### Logic cells by family, run 1

Drawn at 3 px/um.
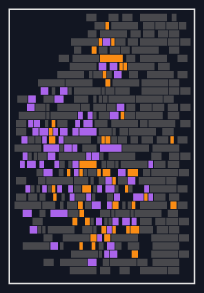
### Signal wires by layer, run 1

Drawn at 4 px/um.
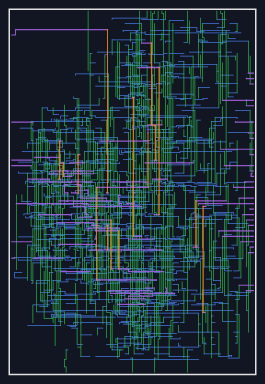
### PDN straps and rails, run 1

Drawn at 4 px/um. Pins as bars on the die edge.
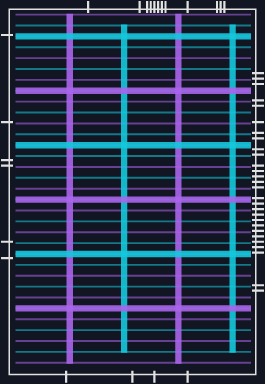
<file path="config.mk">
export PLATFORM = sky130hd
export DESIGN_NAME = song_sequencer
export DESIGN_NICKNAME = d
export VERILOG_FILES = /design/src/rtl/song_pkg.sv /design/src/rtl/song_sequencer_beat_counter.sv /design/src/rtl/song_sequencer.sv
export SDC_FILE = /design/constraint.sdc
export NUM_CORES = 1
export LEC_CHECK = 0
export CAP_MARGIN = 10
export CORE_ASPECT_RATIO = 1.5
export CORE_MARGIN = 1
export CORE_UTILIZATION = 57
export CTS_CLUSTER_SIZE = 30
export DETAILED_ROUTE_END_ITERATION = 10
export PLACE_DENSITY = 0.9
export SYNTH_ARGS = -nofsm -noshare
export SYNTH_HDL_FRONTEND = slang
export SYNTH_SLANG_ARGS = --single-unit
</file>
<file path="constraint.sdc">
create_clock -name clk -period 5.9 [get_ports clk]
set_input_delay 1.475 -clock clk [delete_from_list [all_inputs] [get_ports clk]]
set_output_delay 1.475 -clock clk [all_outputs]
set_load 0.03 [all_outputs]
</file>
<file path="src/rtl/song_pkg.sv">
// Shared definitions for the song sequencer.
// Holds the fixed song ROM word layout, the rest-note code and the
// sequencer state encoding used by song_sequencer.
package song_pkg;

    // Song ROM word layout
    localparam int ROM_W    = 16;
    localparam int ADV_BIT  = 15;
    localparam int NOTE_MSB = 14;
    localparam int NOTE_LSB = 9;
    localparam int DUR_MSB  = 8;
    localparam int DUR_LSB  = 3;
    localparam int META_MSB = 2;
    localparam int META_LSB = 0;

    // A note field of zero is a rest
    localparam logic [NOTE_MSB-NOTE_LSB:0] REST_NOTE = 6'd0;

    // Sequencer states
    typedef enum logic [2:0] {
        ST_IDLE     = 3'd0,
        ST_FETCH    = 3'd1,
        ST_WAIT_ROM = 3'd2,
        ST_DECODE   = 3'd3,
        ST_DISPATCH = 3'd4,
        ST_WAIT_DUR = 3'd5,
        ST_DONE     = 3'd6
    } seq_state_e;

endpackage

</file>
<file path="src/rtl/song_sequencer_beat_counter.sv">
// Beat counter for the chord wait.
// Ports:
//   clk, rst_n     - clock, asynchronous active-low reset
//   clr            - synchronous clear to zero (highest priority)
//   load, load_val - load a new duration
//   dec            - decrement by one (ignored at zero)
//   zero, one      - count is 0 / count is 1
module song_sequencer_beat_counter #(
    parameter int W = 6
) (
    input  logic         clk,
    input  logic         rst_n,
    input  logic         clr,
    input  logic         load,
    input  logic [W-1:0] load_val,
    input  logic         dec,
    output logic         zero,
    output logic         one
);

    localparam logic [W-1:0] CNT_ZERO = {W{1'b0}};
    localparam logic [W-1:0] CNT_ONE  = {{(W-1){1'b0}}, 1'b1};

    logic [W-1:0] count_q;
    logic [W-1:0] count_d;

    // Next count: clear, load, or decrement (saturating at zero)
    always_comb begin
        count_d = count_q;
        if (clr) begin
            count_d = CNT_ZERO;
        end else if (load) begin
            count_d = load_val;
        end else if (dec && (count_q != CNT_ZERO)) begin
            count_d = count_q - CNT_ONE;
        end else begin
            count_d = count_q;
        end
    end

    // Count register
    always_ff @(posedge clk or negedge rst_n) begin
        if (!rst_n) begin
            count_q <= CNT_ZERO;
        end else begin
            count_q <= count_d;
        end
    end

    assign zero = (count_q == CNT_ZERO);
    assign one  = (count_q == CNT_ONE);

endmodule

</file>
<file path="src/rtl/song_sequencer.sv">
// Song sequencer: walks the song ROM and turns its words into timed note
// dispatches for the note-player voices.
// Ports:
//   clk, reset_n       - clock, asynchronous active-low reset
//   play               - level, 1 = run, 0 = pause
//   restart            - synchronous pulse, back to address 0 / IDLE
//   beat               - one-cycle beat strobe
//   rom_addr, rom_dout - registered ROM interface (one cycle latency)
//   note_valid/ready   - note dispatch handshake
//   note_out/dur/meta  - dispatched note fields, voice_idx = voice slot
//   chord_strobe       - pulse when a chord's wait starts
//   song_done          - pulse after the last word completes
//   overflow           - sticky, a chord had more than VOICES notes
module song_sequencer
    import song_pkg::*;
#(
    parameter int ADDR_W = 7,
    parameter int NOTE_W = 6,
    parameter int VOICES = 3,
    parameter int LOOP   = 0
) (
    input  logic              clk,
    input  logic              reset_n,
    input  logic              play,
    input  logic              restart,
    input  logic              beat,
    output logic [ADDR_W-1:0] rom_addr,
    input  logic [ROM_W-1:0]  rom_dout,
    output logic              note_valid,
    input  logic              note_ready,
    output logic [NOTE_W-1:0] note_out,
    output logic [NOTE_W-1:0] note_dur,
    output logic [2:0]        note_meta,
    output logic [1:0]        voice_idx,
    output logic              chord_strobe,
    output logic              song_done,
    output logic              overflow
);

    localparam int VC_W = $clog2(VOICES + 1);
    localparam logic [ADDR_W-1:0] ADDR_ZERO = {ADDR_W{1'b0}};
    localparam logic [ADDR_W-1:0] ADDR_ONE  = {{(ADDR_W-1){1'b0}}, 1'b1};
    localparam logic [ADDR_W-1:0] LAST_ADDR = {ADDR_W{1'b1}};
    localparam logic [VC_W-1:0]   VC_ZERO   = {VC_W{1'b0}};
    localparam logic [VC_W-1:0]   VC_ONE    = {{(VC_W-1){1'b0}}, 1'b1};
    localparam logic [VC_W-1:0]   VC_MAX    = VC_W'(VOICES);
    localparam logic [NOTE_W-1:0] DUR_ZERO  = {NOTE_W{1'b0}};

    seq_state_e        state_q, state_d;
    logic [ADDR_W-1:0] rom_addr_q, rom_addr_d;
    logic [ADDR_W-1:0] chord_start_q, chord_start_d;
    logic              scan_q, scan_d;
    logic [NOTE_W-1:0] chord_dur_q, chord_dur_d;
    logic [VC_W-1:0]   vc_q, vc_d;
    logic              note_valid_q, note_valid_d;
    logic [NOTE_W-1:0] note_out_q, note_out_d;
    logic [NOTE_W-1:0] note_dur_q, note_dur_d;
    logic [2:0]        note_meta_q, note_meta_d;
    logic [1:0]        voice_idx_q, voice_idx_d;
    logic              chord_strobe_q, chord_strobe_d;
    logic              song_done_q, song_done_d;
    logic              overflow_q, overflow_d;

    // ROM word fields
    logic              w_adv_s;
    logic              w_rest_s;
    logic [NOTE_W-1:0] w_note_s;
    logic [NOTE_W-1:0] w_dur_s;
    logic [2:0]        w_meta_s;

    // Word-completion helpers: where the address goes when the current word is done
    logic              at_last_s;
    logic              stop_s;
    logic [ADDR_W-1:0] next_addr_s;
    seq_state_e        next_state_s;

    logic bc_clr_s, bc_load_s, bc_dec_s, bc_zero_s, bc_one_s;

    assign w_adv_s  = rom_dout[ADV_BIT];
    assign w_rest_s = (rom_dout[NOTE_MSB:NOTE_LSB] == REST_NOTE);
    assign w_note_s = NOTE_W'(rom_dout[NOTE_MSB:NOTE_LSB]);
    assign w_dur_s  = NOTE_W'(rom_dout[DUR_MSB:DUR_LSB]);
    assign w_meta_s = rom_dout[META_MSB:META_LSB];

    assign at_last_s    = (rom_addr_q == LAST_ADDR);
    assign stop_s       = at_last_s && (LOOP == 0);
    assign next_addr_s  = stop_s ? rom_addr_q : (rom_addr_q + ADDR_ONE);
    assign next_state_s = stop_s ? ST_DONE : ST_FETCH;

    song_sequencer_beat_counter #(
        .W (NOTE_W)
    ) u_beat_counter (
        .clk      (clk),
        .rst_n    (reset_n),
        .clr      (bc_clr_s),
        .load     (bc_load_s),
        .load_val (w_dur_s),
        .dec      (bc_dec_s),
        .zero     (bc_zero_s),
        .one      (bc_one_s)
    );

    // Next-state and next-output computation
    always_comb begin
        state_d        = state_q;
        rom_addr_d     = rom_addr_q;
        chord_start_d  = chord_start_q;
        scan_d         = scan_q;
        chord_dur_d    = chord_dur_q;
        vc_d           = vc_q;
        note_valid_d   = note_valid_q;
        note_out_d     = note_out_q;
        note_dur_d     = note_dur_q;
        note_meta_d    = note_meta_q;
        voice_idx_d    = voice_idx_q;
        chord_strobe_d = 1'b0;
        song_done_d    = 1'b0;
        overflow_d     = overflow_q;
        bc_clr_s       = 1'b0;
        bc_load_s      = 1'b0;
        bc_dec_s       = 1'b0;

        if (restart) begin
            state_d       = ST_IDLE;
            rom_addr_d    = ADDR_ZERO;
            chord_start_d = ADDR_ZERO;
            scan_d        = 1'b0;
            vc_d          = VC_ZERO;
            note_valid_d  = 1'b0;
            overflow_d    = 1'b0;
            bc_clr_s      = 1'b1;
        end else begin
            case (state_q)
                ST_IDLE: begin
                    if (play) begin
                        state_d       = ST_FETCH;
                        scan_d        = 1'b1;
                        chord_start_d = rom_addr_q;
                    end else begin
                        state_d = ST_IDLE;
                    end
                end
                ST_FETCH: begin
                    if (play) begin
                        state_d = ST_WAIT_ROM;
                    end else begin
                        state_d = ST_FETCH;
                    end
                end
                ST_WAIT_ROM: begin
                    state_d = ST_DECODE;
                end
                ST_DECODE: begin
                    if (scan_q) begin
                        // Look-ahead pass: find the chord's advance word, then
                        // go back to the chord start for the dispatch pass.
                        state_d = ST_FETCH;
                        if (w_adv_s) begin
                            chord_dur_d = w_dur_s;
                            rom_addr_d  = chord_start_q;
                            scan_d      = 1'b0;
                        end else if (at_last_s) begin
                            chord_dur_d = DUR_ZERO;
                            rom_addr_d  = chord_start_q;
                            scan_d      = 1'b0;
                        end else begin
                            rom_addr_d = rom_addr_q + ADDR_ONE;
                        end
                    end else if (w_adv_s) begin
                        bc_load_s      = 1'b1;
                        vc_d           = VC_ZERO;
                        chord_strobe_d = 1'b1;
                        state_d        = ST_WAIT_DUR;
                    end else if (w_rest_s) begin
                        rom_addr_d  = next_addr_s;
                        song_done_d = at_last_s;
                        state_d     = next_state_s;
                    end else if (vc_q < VC_MAX) begin
                        note_valid_d = 1'b1;
                        note_out_d   = w_note_s;
                        note_dur_d   = chord_dur_q;
                        note_meta_d  = w_meta_s;
                        voice_idx_d  = 2'(vc_q);
                        state_d      = ST_DISPATCH;
                    end else begin
                        overflow_d  = 1'b1;
                        rom_addr_d  = next_addr_s;
                        song_done_d = at_last_s;
                        state_d     = next_state_s;
                    end
                end
                ST_DISPATCH: begin
                    // Completes regardless of play; fields stay put until accepted
                    if (note_ready) begin
                        note_valid_d = 1'b0;
                        vc_d         = vc_q + VC_ONE;
                        rom_addr_d   = next_addr_s;
                        song_done_d  = at_last_s;
                        state_d      = next_state_s;
                    end else begin
                        state_d = ST_DISPATCH;
                    end
                end
                ST_WAIT_DUR: begin
                    if (play) begin
                        bc_dec_s = beat;
                        // Leave on the beat that takes the count to zero, or at once
                        // if it was loaded with zero.
                        if (bc_zero_s || (beat && bc_one_s)) begin
                            rom_addr_d    = next_addr_s;
                            chord_start_d = next_addr_s;
                            scan_d        = !stop_s;
                            song_done_d   = at_last_s;
                            state_d       = next_state_s;
                        end else begin
                            state_d = ST_WAIT_DUR;
                        end
                    end else begin
                        state_d = ST_WAIT_DUR;
                    end
                end
                ST_DONE: begin
                    if (!play) begin
                        state_d    = ST_IDLE;
                        rom_addr_d = ADDR_ZERO;
                        vc_d       = VC_ZERO;
                    end else begin
                        state_d = ST_DONE;
                    end
                end
                default: begin
                    state_d = ST_IDLE;
                end
            endcase
        end
    end

    // State and registered-output flops
    always_ff @(posedge clk or negedge reset_n) begin
        if (!reset_n) begin
            state_q        <= ST_IDLE;
            rom_addr_q     <= ADDR_ZERO;
            chord_start_q  <= ADDR_ZERO;
            scan_q         <= 1'b0;
            chord_dur_q    <= DUR_ZERO;
            vc_q           <= VC_ZERO;
            note_valid_q   <= 1'b0;
            note_out_q     <= DUR_ZERO;
            note_dur_q     <= DUR_ZERO;
            note_meta_q    <= 3'd0;
            voice_idx_q    <= 2'd0;
            chord_strobe_q <= 1'b0;
            song_done_q    <= 1'b0;
            overflow_q     <= 1'b0;
        end else begin
            state_q        <= state_d;
            rom_addr_q     <= rom_addr_d;
            chord_start_q  <= chord_start_d;
            scan_q         <= scan_d;
            chord_dur_q    <= chord_dur_d;
            vc_q           <= vc_d;
            note_valid_q   <= note_valid_d;
            note_out_q     <= note_out_d;
            note_dur_q     <= note_dur_d;
            note_meta_q    <= note_meta_d;
            voice_idx_q    <= voice_idx_d;
            chord_strobe_q <= chord_strobe_d;
            song_done_q    <= song_done_d;
            overflow_q     <= overflow_d;
        end
    end

    assign rom_addr     = rom_addr_q;
    assign note_valid   = note_valid_q;
    assign note_out     = note_out_q;
    assign note_dur     = note_dur_q;
    assign note_meta    = note_meta_q;
    assign voice_idx    = voice_idx_q;
    assign chord_strobe = chord_strobe_q;
    assign song_done    = song_done_q;
    assign overflow     = overflow_q;

endmodule

</file>
==> flow_metrics.py, run 1 <==
# Auto-generated metrics
metrics = {
    "critical_path": {
        "ff2ff_setup_slack_ns": 3.30,
        "path_depth": 6,
        "cp.arrival_ns": 3.61,
        "cpPeakStageDelay_ns": 0.53,
        "path_class": "input pin to register",
        "reg2reg_to": "rom_addr[2]",
        "critPathLaunch": "rom_dout[10]",
        "path_cells": "clkdlybuf4s50_1 -> nor4_1 -> a2111oi_1 -> nor3_4 -> o21ai_1 -> a221oi_1",
        "crit_end": "rom_addr[2]",
        "cp_slowest_cell": "nor3_4",
        "cpLargestDelayFamily": "simple AND/OR/NAND/NOR gates",
        "crit-reg2reg-launch": "state_q[1]",
        "reg2reg_depth": 6,
        "critPathBufInv": 1,
        "endpoint_kind": "register",
        "startpoint_type": "input pin",
        "crit_fanout": 13,
        "cp.required_ns": 6.12,
    },
    "pwr": {
        "p_leak_nw": 1.481,
        "p_sw_w": 0.0002175,
        "power_w": 0.0007388,
        "pg_clk_w": 0.000205,
        "intPower_w": 0.0005213,
        "p_sw_frac": 0.2944,
        "pwr-share-comb": 0.183,
        "clkPwrFrac": 0.278,
        "powerDensity_nw_per_um2": 206.2,
        "power_frac_seq": 0.539,
        "top_power_group": "sequential cells",
        "seq-power_w": 0.000399,
        "pg_comb_w": 0.000135,
    },
    "final_timing": {
        "setup_viol": 0,
        "hold_viol": 0,
        "fmax_mhz": 295.0,
        "finalCritPeriodShare": 0.5745,
        "period_needed_ns": 3.389,
        "slew_headroom": 0.3788,
        "worst_pin_slew_ns": 0.9283,
        "rsz0062_at_grt": "false",
        "setup_ws_ns": 2.511,
        "drv_slew": 0,
        "finClkSkew_ns": 0.01185,
        "hold_ws_ns": 0.4967,
        "final.setup.tns_ns": 0,
    },
    "placement": {
        "pre_cts_ws_ns": 2.209,
        "dp.cells": 402,
        "routabilityCongestion": 0.9561,
        "dp_hpwl_mm": 5.245,
        "placed_cell_area_um2": 3495,
        "io_buffers": 49,
    },
    "yosys": {
        "netlist_area_um2": 3004,
        "synthTopCellsByCount": "dfrtp_1 (53), nand2_1 (33), nor2_1 (24)",
        "ys_sh_aoi": 0.2107,
        "top_area_frac": 0.4415,
        "ys_ff": 53,
        "synth-edff-count": 0,
        "syn_inst": 302,
        "ys_types": 63,
        "floorplan.nets": 329,
        "ys_sh_simple": 0.1753,
        "yosysChipArea_um2": 3004,
        "xor_area_frac": 0.01749,
        "ys_cells": 302,
        "top_area_cell": "dfrtp_1",
        "async_flop_share": 1.000,
        "flop_cell": "dfrtp_1",
        "adder_share": 0.02082,
        "area_leaders": "dfrtp_1 (44%), mux2_2 (4.9%), nand2_1 (4.1%)",
        "ys_warn_count": 0,
        "mux_share": 0.09121,
        "logic_family": "AND-OR/OR-AND gates",
        "synth_seq_share": 0.4415,
        "yosysMostFrequentCell": "dfrtp_1",
        "syn_area_per_cell_um2": 9.947,
    },
    "worst_hold_path": {
        "whs_endpoint": "chord_start_q[5]",
        "min_path_type": "register to register",
        "holdPathStages": 2,
        "hold_start": "chord_start_q[5]",
    },
    "clocking": {
        "clock_latency_ns": 0.32,
        "cts_buffer_depth": 2,
        "cts_hold_buf": 0,
        "cts_max_level": 2,
        "cts_buffers": 5,
        "clkTransAtPathRegs_ns": 0.10,
        "cts_tree": "yes",
        "cts.sinks": 53,
        "cts_resized": 0,
        "post_cts_buffers": 0,
        "root_buffer": "clkbuf_8",
    },
    "final_layout": {
        "post-route-cell-area_um2": 3582,
        "syn_to_final_growth_pct": 19.24,
        "drive_gt1_frac": 0.1082,
        "antenna_cells": 0,
        "fillers": 402,
        "postLayoutCoreUtil": 0.6990,
        "instances_no_fill": 410,
        "finalNetCount": 368,
        "mostFrequentLayoutCells": "dfrtp_1 (53), clkdlybuf4s50_1 (48), nand2_1 (33)",
    },
    "detailed_routing": {
        "drc": 0,
        "drt_iter0_drc": 162,
        "drt_pass1_iterations": 5,
        "vias_per_cell": 6.285,
        "postRouteAntennaNets": 0,
    },
    "grt": {
        "grt_use_total": 0.2892,
        "grt_max_degree": 54,
        "antenna_found_initial": 0,
        "grt_overflow_total": 0,
        "grt_pass1_vias": 2500,
        "grt_pass1_wl_mm": 12.05,
    },
    "status": {
        "status": "finished clean",
    },
    "floorplan": {
        "die_area_um2": 5571,
        "rows": 32,
        "io_pins": 50,
        "fp_util": 0.5862,
    },
    "job": {
        "warnings": 28,
        "maxCapViolCount": 0,
    },
}
Back to the opening pictures, 'Logic cells by family':
legend:
  inverting AOI/OAI gates:
    colour: purple
    cells: 73
  NOR gates:
    colour: orange
    cells: 44
combinational share of cell area: 0.4324
Commonest Layout Cell: dfrtp_1

Back to the opening pictures, 'Signal wires by layer':
legend:
  metal 4:
    colour: orange
    wire_length: 268 um
  metal 3:
    colour: purple
    wire_length: 511 um
  metal 2:
    colour: green
    wire_length: 3,830 um
  metal 1:
    colour: blue
    wire_length: 2,680 um
DRT Wirelength: 7.281 mm
routed vias: 2,577
routed wire length per instance: 17.76 um

Back to the opening pictures, 'PDN straps and rails':
legend:
  VDD:
    colour: cyan
  VSS:
    colour: purple
signal pins: 50
met4 straps: 4
maximum VDD drop: 0.0001144 V
Die Y: 90.92 um
CORE AREA: 5125 um2
DIE WIDTH: 61.28 um

==> run 1: layout make-up <==
cell class                      instances  area [um2]  area share
Inverter                                7       26.28    0.007335
Clock buffer                            6       72.57     0.02026
Tap cell                               68       85.08     0.02375
Clock inverter                          2       15.01    0.004191
Timing Repair Buffer                   52       508.0      0.1418
Sequential cell                        53        1326      0.3702
Multi-Input combinational cell        222        1549      0.4324
==> run 1: per-layer routing <==
metal  vias to the layer above  wire length (um)  GRT usage  share of wire
li1                       1192                 -          -              -
met1                      1214              2677     0.3482           0.37
met5                         -                 0          0              0
met4                         0               267     0.1364          0.037
met2                       140              3825     0.4810           0.53
met3                        31               510    0.05014          0.070
### Routed clock nets over the placement, run 1

Drawn at 3 px/um.
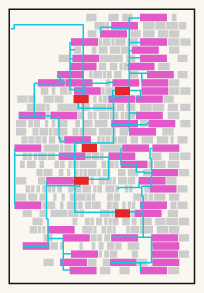

--- run 2 (diff from run 1) ---
--- a/config.mk
+++ b/config.mk
@@ -8,10 +8,10 @@
 export CAP_MARGIN = 10
 export CORE_ASPECT_RATIO = 1.5
 export CORE_MARGIN = 1
-export CORE_UTILIZATION = 57
+export CORE_UTILIZATION = 53
 export CTS_CLUSTER_SIZE = 30
 export DETAILED_ROUTE_END_ITERATION = 10
-export PLACE_DENSITY = 0.9
+export PLACE_DENSITY = 0.85
 export SYNTH_ARGS = -nofsm -noshare
 export SYNTH_HDL_FRONTEND = slang
 export SYNTH_SLANG_ARGS = --single-unit
==> constraint.sdc (replaced) <==
create_clock -name clk -period 3.3 [get_ports clk]
set_input_delay 0.825 -clock clk [delete_from_list [all_inputs] [get_ports clk]]
set_output_delay 0.825 -clock clk [all_outputs]
set_load 0.03 [all_outputs]
### Routed clock nets over the placement, run 2

Drawn at 3 px/um.
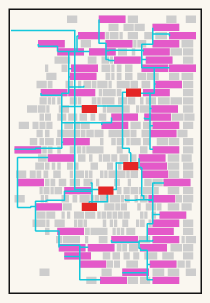
legend:
  clock drivers:
    colour: red
    count: 5
  clock wires:
    colour: cyan
    length: 601 um
  flip-flops:
    colour: magenta
    count: 53
routed clock nets: 6
clock network power share: 0.280
clock skew: 0.009141 ns
Clk. pwr: 0.000370 W
worst skew pair latency: 0.31 ns

==> flow_metrics.py, run 2 <==
# Auto-generated metrics
metrics = {
    "final_timing": {
        "setup_viol": 0,
        "fmax_mhz": 390.5,
        "hold_ws_ns": 0.4955,
        "setup_ws_ns": 0.7391,
        "rsz0062_at_grt": "false",
        "worst_pin_slew_ns": 0.9378,
        "drv_slew": 0,
        "period_needed_ns": 2.561,
        "final.setup.tns_ns": 0,
        "slew_headroom": 0.3725,
        "finalCritPeriodShare": 0.7760,
        "hold_viol": 0,
    },
    "worst_hold_path": {
        "whs_endpoint": "note_out[5]",
        "min_path_type": "register to register",
        "holdPathStages": 1,
        "hold_start": "note_out[5]",
    },
    "yosys": {
        "ys_types": 63,
        "syn_inst": 302,
        "synthTopCellsByCount": "dfrtp_1 (53), nand2_1 (33), nor2_1 (24)",
        "yosysChipArea_um2": 3004,
        "top_area_cell": "dfrtp_1",
        "ys_cells": 302,
        "floorplan.nets": 329,
        "top_area_frac": 0.4415,
        "ys_ff": 53,
        "area_leaders": "dfrtp_1 (44%), mux2_2 (4.9%), nand2_1 (4.1%)",
        "synth-edff-count": 0,
        "yosysMostFrequentCell": "dfrtp_1",
        "netlist_area_um2": 3004,
        "synth_seq_share": 0.4415,
        "flop_cell": "dfrtp_1",
        "ys_warn_count": 0,
        "syn_area_per_cell_um2": 9.947,
        "async_flop_share": 1.000,
    },
    "critical_path": {
        "ff2ff_setup_slack_ns": 0.74,
        "cp.required_ns": 3.52,
        "startpoint_type": "input pin",
        "endpoint_kind": "register",
        "crit_end": "rom_addr[3]",
        "critPathBufInv": 2,
        "cp_slowest_cell": "clkdlybuf4s50_1",
        "cpLargestDelayFamily": "AND-OR/OR-AND gates",
        "path_depth": 8,
        "reg2reg_to": "chord_dur_q[4]",
        "path_class": "input pin to register",
        "reg2reg_depth": 6,
        "crit_fanout": 10,
        "crit-reg2reg-launch": "rom_addr[0]",
        "cp.arrival_ns": 2.78,
        "path_cells": "clkdlybuf4s50_1 -> nor2b_1 -> o21ai_0 -> a32o_1 -> nor3_4 -> buf_4 -> a21oi_1 -> a211oi_1",
        "critPathLaunch": "note_ready",
        "cpPeakStageDelay_ns": 0.49,
    },
    "floorplan": {
        "die_area_um2": 5979,
        "nWellTaps": 70,
        "io_pins": 50,
        "fp_util": 0.5512,
        "rows": 33,
    },
    "pwr": {
        "p_leak_nw": 1.513,
        "pwr-share-comb": 0.184,
        "top_power_group": "sequential cells",
        "pg_comb_w": 0.000243,
        "power_frac_seq": 0.536,
        "seq-power_w": 0.000709,
        "p_sw_w": 0.0003866,
        "powerDensity_nw_per_um2": 364.9,
        "p_sw_frac": 0.2923,
        "intPower_w": 0.0009360,
        "power_w": 0.001323,
    },
    "placement": {
        "pre_cts_ws_ns": 0.4515,
        "routabilityCongestion": 0.9487,
        "dp_hpwl_mm": 5.105,
        "placed_cell_area_um2": 3535,
        "dp.cells": 409,
        "io_buffers": 49,
    },
    "final_layout": {
        "combAreaFraction": 0.4273,
        "area.sequential_um2": 1326,
        "drive_gt1_frac": 0.1239,
        "postLayoutCoreUtil": 0.6651,
        "inv_count": 7,
        "final_common_cell": "dfrtp_1",
        "logic_gates": 222,
        "instances_no_fill": 417,
        "flop-count": 53,
        "syn_to_final_growth_pct": 20.66,
        "largest_class": "multi-input combinational cells",
        "finalNetCount": 373,
        "multiInputGateArea_um2": 1549,
        "sh_seq_area": 0.3659,
        "mostFrequentLayoutCells": "dfrtp_1 (53), clkdlybuf4s50_1 (48), nand2_1 (33)",
        "post-route-cell-area_um2": 3625,
        "antenna_cells": 0,
        "fillers": 462,
        "layout.nonclk_buf_frac": 0.1505,
        "buffers": 57,
        "nClkBuffers": 5,
        "clk_share": 0.02485,
    },
    "grt": {
        "grt_pass1_vias": 2533,
        "grt_max_degree": 54,
        "grt_use_total": 0.2525,
        "antenna_found_initial": 0,
        "grt_pass1_wl_mm": 11.70,
        "grt_overflow_total": 0,
    },
    "detailed_routing": {
        "routed_wl_mm": 7.078,
        "drt_pass1_iterations": 4,
        "drt_iter0_drc": 140,
        "vias_per_cell": 6.213,
        "drc": 0,
        "wl_per_cell_um": 16.97,
        "postRouteAntennaNets": 0,
        "vias": 2591,
    },
    "job": {
        "warnings": 28,
        "maxCapViolCount": 0,
    },
    "clocking": {
        "cts_tree": "yes",
        "cts_buffer_depth": 2,
        "post_cts_buffers": 0,
        "cts_buffers": 5,
        "root_buffer": "clkbuf_8",
        "cts_resized": 0,
        "clkTransAtPathRegs_ns": 0.10,
        "cts.sinks": 53,
        "cts_hold_buf": 0,
        "cts_max_level": 2,
    },
    "status": {
        "status": "finished clean",
    },
}
### PDN straps and rails, run 2

Drawn at 4 px/um. Pins as bars on the die edge.
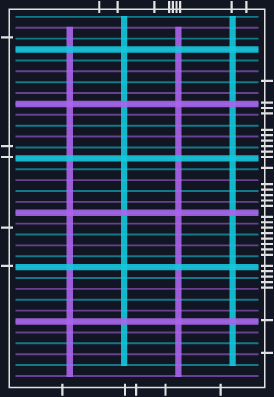
legend:
  VDD:
    colour: cyan
  VSS:
    colour: purple
met5 straps: 6
rows: 33
met1 rails: 34
met4 straps: 4
DIE WIDTH: 63.47 um
maximum VDD drop: 0.0001760 V
Die Y: 94.21 um
CORE AREA: 5450 um2

## run 2: cell counts after synthesis
No cell type changed its count.
## run 2: routing by layer
layer | vias up | GRT usage | wire length (um)
met5 | - | 0 | 0
met4 | 0 | 0.1307 | 195
met3 | 25 | 0.04733 | 367
met2 | 110 | 0.4450 | 3616
met1 | 1255 | 0.2859 | 2898
li1 | 1201 | - | -
## run 2: cells by family (layout without fill, tap and decap cells)
family | count (synthesis) | in the layout | synth area share
XOR/XNOR | 6 | 6 | 0.01749
AND-OR/OR-AND | 86 | 86 | 0.2108
AND/OR/NAND/NOR | 100 | 100 | 0.1754
multiplexers | 25 | 25 | 0.09121
flip-flops | 53 | 53 | 0.4415
adder cells (fa/ha/maj) | 5 | 5 | 0.02082
buffers and inverters | 27 | 72 | 0.04290
### Signal wires by layer, run 2

Drawn at 4 px/um.
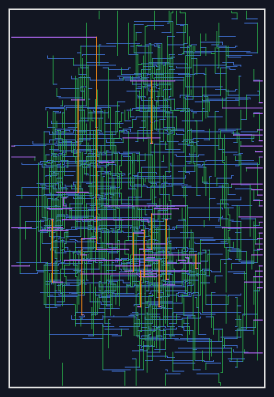

--- run 3 (diff from run 2) ---
==> constraint.sdc (replaced) <==
create_clock -name clk -period 2.5 [get_ports clk]
set_input_delay 0.625 -clock clk [delete_from_list [all_inputs] [get_ports clk]]
set_output_delay 0.625 -clock clk [all_outputs]
set_load 0.03 [all_outputs]
### Signal wires by layer, run 3

Drawn at 4 px/um.
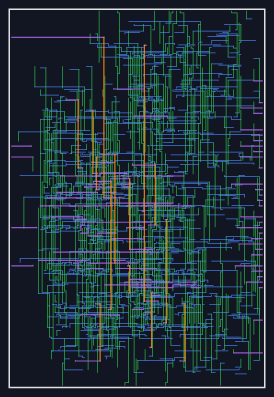
legend:
  metal 1:
    colour: blue
    wire_length: 2,780 um
  metal 3:
    colour: purple
    wire_length: 531 um
  metal 2:
    colour: green
    wire_length: 3,970 um
  metal 4:
    colour: orange
    wire_length: 311 um
Tot GR Track Use: 0.2695
routed vias: 2,725
DRT Wirelength: 7.588 mm

### Clock wiring as the flow saved it, run 3

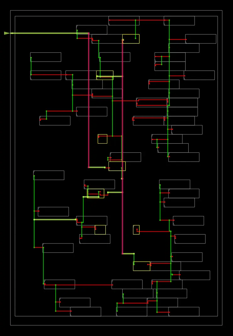
Clock Buffer Count: 5
clk sinks: 53
worst skew pair latency: 0.32 ns

==> flow_metrics.py, run 3 <==
# Auto-generated metrics
metrics = {
    "final_layout": {
        "antenna_cells": 0,
        "post-route-cell-area_um2": 3807,
        "postLayoutCoreUtil": 0.6986,
        "mostFrequentLayoutCells": "dfrtp_1 (53), clkdlybuf4s50_1 (48), nand2_1 (33)",
        "finalNetCount": 394,
        "final_common_cell": "dfrtp_1",
    },
    "detailed_routing": {
        "drt_pass1_iterations": 5,
        "wl_met1_mm": 2.779,
        "wl_met3_um": 531,
        "maxUsedRoutingLayer": "met4",
        "wl_per_cell_um": 17.32,
        "wl_met2_mm": 3.966,
        "postRouteAntennaNets": 0,
        "drc": 0,
    },
    "placement": {
        "placed_cell_area_um2": 3717,
        "routabilityCongestion": 0.9521,
        "dp.cells": 430,
        "pre_cts_ws_ns": -0.05398,
        "dp_hpwl_mm": 5.587,
    },
    "critical_path": {
        "cp.required_ns": 1.88,
        "critPathBufInv": 1,
        "cp_slowest_cell": "clkdlybuf4s50_1",
        "path_class": "register to primary output",
        "path_cells": "clkdlybuf4s50_1",
        "crit_end": "rom_addr[4]",
        "critPathLaunch": "rom_addr[4]",
        "reg2reg_to": "u_beat_counter.count_q[5]",
        "cp.arrival_ns": 1.70,
        "startpoint_type": "register",
        "path_depth": 1,
    },
    "yosys": {
        "ys_cells": 302,
        "netlist_area_um2": 3004,
        "synth-edff-count": 0,
        "yosysChipArea_um2": 3004,
        "synth_seq_share": 0.4415,
        "async_flop_share": 1.000,
        "floorplan.nets": 329,
        "top_area_frac": 0.4415,
        "synthTopCellsByCount": "dfrtp_1 (53), nand2_1 (33), nor2_1 (24)",
        "ys_warn_count": 0,
        "syn_inst": 302,
    },
    "pwr": {
        "power_w": 0.001783,
        "clkPwrFrac": 0.281,
        "p_sw_frac": 0.2968,
        "powerDensity_nw_per_um2": 468.3,
        "ir_drop_v": 0.0002153,
        "pg_clk_w": 0.000502,
        "seq-power_w": 0.000932,
        "p_sw_w": 0.0005291,
        "pg_comb_w": 0.000350,
    },
    "final_timing": {
        "final.setup.tns_ns": 0,
        "finalCritPeriodShare": 0.9306,
        "fmax_mhz": 429.8,
        "drv_slew": 0,
        "rsz0062_at_grt": "false",
        "finClkSkew_ns": 0.007918,
        "setup_ws_ns": 0.1736,
        "worst_pin_slew_ns": 0.4629,
    },
    "grt": {
        "grt_overflow_total": 0,
        "met3_usage": 0.03641,
        "grt_max_degree": 39,
        "grt_pass1_vias": 2658,
        "antenna_found_initial": 0,
    },
    "clocking": {
        "cts_tree": "yes",
        "cts_hold_buf": 0,
        "cts_buffers": 5,
        "post_cts_buffers": 0,
        "clkTransAtPathRegs_ns": 0.10,
        "root_buffer": "clkbuf_8",
        "cts_max_level": 2,
    },
    "job": {
        "maxCapViolCount": 0,
    },
    "floorplan": {
        "coreArea_um2": 5450,
        "fp_util": 0.5512,
        "io_pins": 50,
    },
    "status": {
        "status": "finished clean",
    },
}
## run 3: cell counts after synthesis
No cell type changed its count.
## run 3: final cells by class
type | instances | area, um2 | area share
clock buffer | 5 | 68.82 | 0.01807
clock inverter | 3 | 21.27 | 0.005587
inverter | 7 | 26.28 | 0.006901
multi-input combinational | 222 | 1549 | 0.4068
sequential | 53 | 1326 | 0.3483
tap | 70 | 87.58 | 0.02300
timing repair buffer | 78 | 728.2 | 0.1913
## run 3: cells by family after synthesis
family          count (synthesis)  share of synthesized area
xor+xnor                        6                    0.01749
flops                          53                     0.4415
simple gates                  100                     0.1754
compound gates                 86                     0.2108
mux                            25                    0.09121
buf+inv                        27                    0.04290
fa+ha+maj                       5                    0.02082
No activity file was given, so power comes from the tool's default toggle rates.
